==> images/sizes.png <==
Bar = 20 um.
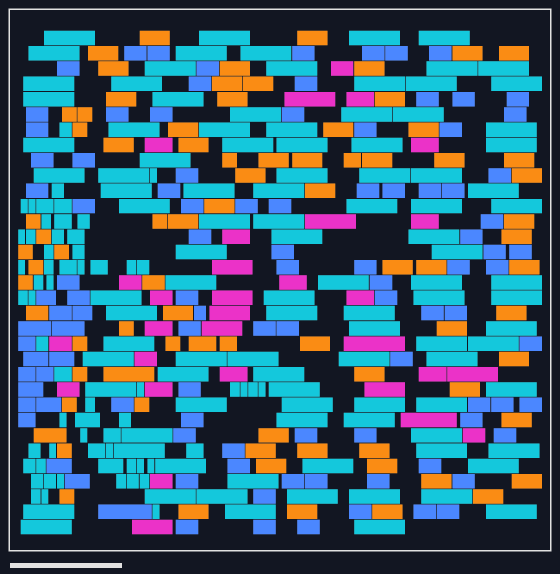
==> images/clocks.png <==
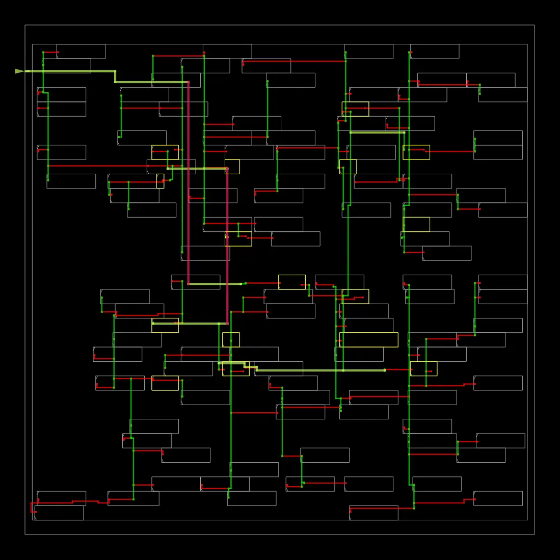
==> images/flops_by_reg.png <==
Bar = 20 um.
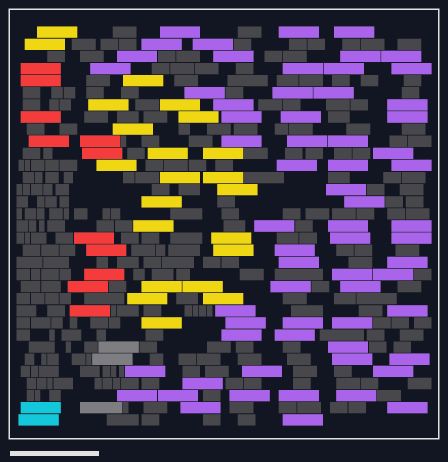
==> images/io_fan.png <==
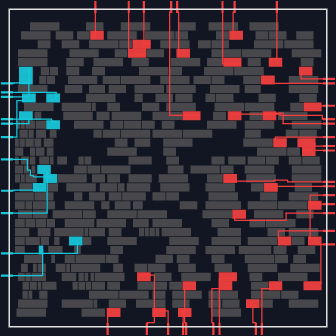
Design control_busqueda, sky130hd; sources not shown.
==> impl_metrics.yaml <==
# synthesis and place-and-route metrics
cells_and_area:
  n_fill_cell: 609
  nets: 428
  final_cells: 476
  antenna_cells: 0
  comb_share: 0.4075
  largest_reg_flops: 64
  layout.nonclk_buf_frac: 0.07885
  nNonClkInverters: 6
  clk_share: 0.03700
  nClkBuffers: 12
  drive_gt1_frac: 0.5660
  nNonClkBuffers: 36
  logic_gates: 211
  biggestCellCategory: "registers"
yosys:
  yosysMostFrequentCell: "dfrtp_1"
  synth_nets: 401
  yosys.area.top_type: "dfrtp_1"
  synthDistinctLibCells: 29
  area_leaders: "dfrtp_1 (52%), mux2_2 (23%), mux2_4 (12%)"
  synth_async_sr_flop_share: 1.000
  synth-edff-count: 0
  ys_area_mm2: 0.004871
  yosysCellCount: 339
  ys.flops: 102
  ys_seq_share: 0.5240
  syn_avg_cell_area_um2: 14.37
  ys.flop_type: "dfrtp_1"
  netlist_instances: 339
  yosys_warnings: 0
run_status:
  status: "finished, violations left"
  violations: "hold timing, setup timing"
sta:
  rsz0062_at_grt: "yes"
  max_slew_margin: 0.7894
  min_period_ps: 2190
  fmaxAchievable_ghz: 0.4567
  drv_slew: 0
  hold_viol: 102
  setup_viol: 5
  whs_ps: -48.25
  tightest_slew_ps: 313.4
  fin_skew_ps: 13.31
  final.period_utilization: 1.043
  setup_ws_ps: -89.70
floorplan:
  rows: 33
  n_tap_cell: 105
  die_area_mm2: 0.009236
  die_h_um: 96.11
  core_mm2: 0.008382
pwr:
  seqPwrFrac: 0.451
  total_power_w: 0.006603
  powerComb_w: 0.00235
  cellPowerDensity_mw_per_mm2: 1162
  vdd_ir_drop_max_v: 0.0005925
  p_leak_nw: 2.758
  p_switching_w: 0.002073
  p_sw_frac: 0.3140
  combPwrFrac: 0.355
detailed_routing:
  drt.antenna.violating_nets: 0
  drt_iter0_drc: 71
  wire_per_inst_um: 20.19
  viasPerCell: 5.790
  routed_wl_mm: 9.610
  first_pass_iters: 4
  vias: 2756
setup_path:
  r2r_slack_ps: 190
  reg2regPathDepth: 6
  start_kind: "register"
  worstPathRequired_ps: 1470
  worstSetupPathType: "reg2out"
  path_max_fanout: 5
  end_kind: "output port"
  arrival_ps: 1560
global_route:
  grt_usage: 0.2110
  grt_pass1_wl_mm: 14.34
  antenna_found_initial: 0
  grt_pass1_vias: 2910
  grt_max_degree: 111
  overflow: 0
clock_network:
  post-cts-setup-buffers: 5
  post_cts_resized: 33
  cts_root_buf: "clkbuf_8"
  clock_latency_ps: 360
  clock-sinks: 102
  cts_made_buffers: 9
  cts_tree: "yes"
  clkTransAtPathRegs_ps: 100
placement:
  dp.cells: 449
  gp_congestion: 0.7511
  dp_hpwl_mm: 6.041
job:
  cap_violations: 0
hold_path:
  hp-class: "in2async"
Back to the opening pictures, sizes.png:
Key: orange = _3 and _4 cells [cells 79, most used mux2_4]; blue = _2 cells [cells 101, most used mux2_2]; cyan = _0 and _1 cells [cells 161, most used dfrtp_1]; magenta = _6 and larger [cells 30, most used clkbuf_8]
synth-to-layout area growth: 16.62%
design area: 0.005680 mm2
Final Worst Setup Slack: -89.70 ps

Back to the opening pictures, clocks.png:
P_clk: 0.00128 W
flop count: 102

Back to the opening pictures, flops_by_reg.png:
Key: purple = `u_cola.instr_q` [flops 64]; cyan = `estado_q` [flops 2]; red = `mem_addr` [flops 11]; yellow = `u_cola.pc_q` [flops 22]
Another 3 sequential cells are not coloured.
Seq. pwr: 0.00298 W
fraction of area in registers: 0.4496
final core utilization: 0.6777
Storage cell area: 0.002554 mm2

Back to the opening pictures, io_fan.png:
Key: cyan = `pc_actual` [bits 11, direction input, edge left, end cells 11, buffers 0, wire 165 um]; red = `instr` [bits 32, direction output, edge 15 right, 9 bottom, 8 top, end cells 32, buffers 0, wire 490 um]
Port Buffers: 0
# IOs: 127

==> cell families after synthesis <==
| kind of cell | synth area share |
|---|---|
| flip-flops | 0.5240 |
| adder cells (fa/ha/maj) | 0.007707 |
| multiplexers | 0.3460 |
| AND/OR/NAND/NOR | 0.04752 |
| XOR/XNOR | 0.02158 |
| AND-OR/OR-AND | 0.02106 |
| buffers and inverters | 0.03211 |
==> per-layer routing <==
layer / GRT usage / up-vias / wire length, um
li1: - / 1264 / -
met1: 0.2516 / 1392 / 4062
met2: 0.3517 / 95 / 4685
met3: 0.09242 / 5 / 795
met4: 0.04851 / 0 / 67
met5: 0 / - / 0
==> worst max-delay path: stages, from the launching register on <==
cell     delay [ps]
dfrtp_1         370
and4_4          260
nand4_1         100
xor2_1          180
o21ai_1         140
buf_4           140
==> layout by cell type (no fill, tap or decap), types with 2 or more instances in the layout <==
master,instances
nor2_1,2
mux2_2,84
buf_4,18
xor2_1,8
o21ai_1,6
clkbuf_8,11
inv_1,6
nor2b_1,2
a21oi_1,2
mux2_4,53
clkinv_4,2
o21ai_0,5
nand2b_1,2
clkbuf_16,3
nand4_1,4
buf_6,8
xnor2_2,2
a22oi_2,5
buf_12,6
and3_1,2
ha_1,2
dfrtp_1,101
nor2b_2,5
or3_1,2
nand3_2,2
nand2_1,11
xnor2_1,2
==> through the flow <==
step | TNS (ps) | cell area (um2) | setup WS, ps | hold slack [ps]
2_1_floorplan | 0 | 4871 | 29.00 | 334.4
3_3_place_gp | 0 | 5140 | 45.54 | 336.3
3_5_place_dp | -20.09 | 5140 | -20.09 | 336.9
4_1_cts | -437.5 | 5495 | -122.8 | -68.41
5_1_grt | -1384 | 5680 | -186.5 | -79.29
6_report | -264.3 | 5680 | -89.70 | -48.25
Power and IR drop assume default switching activity.
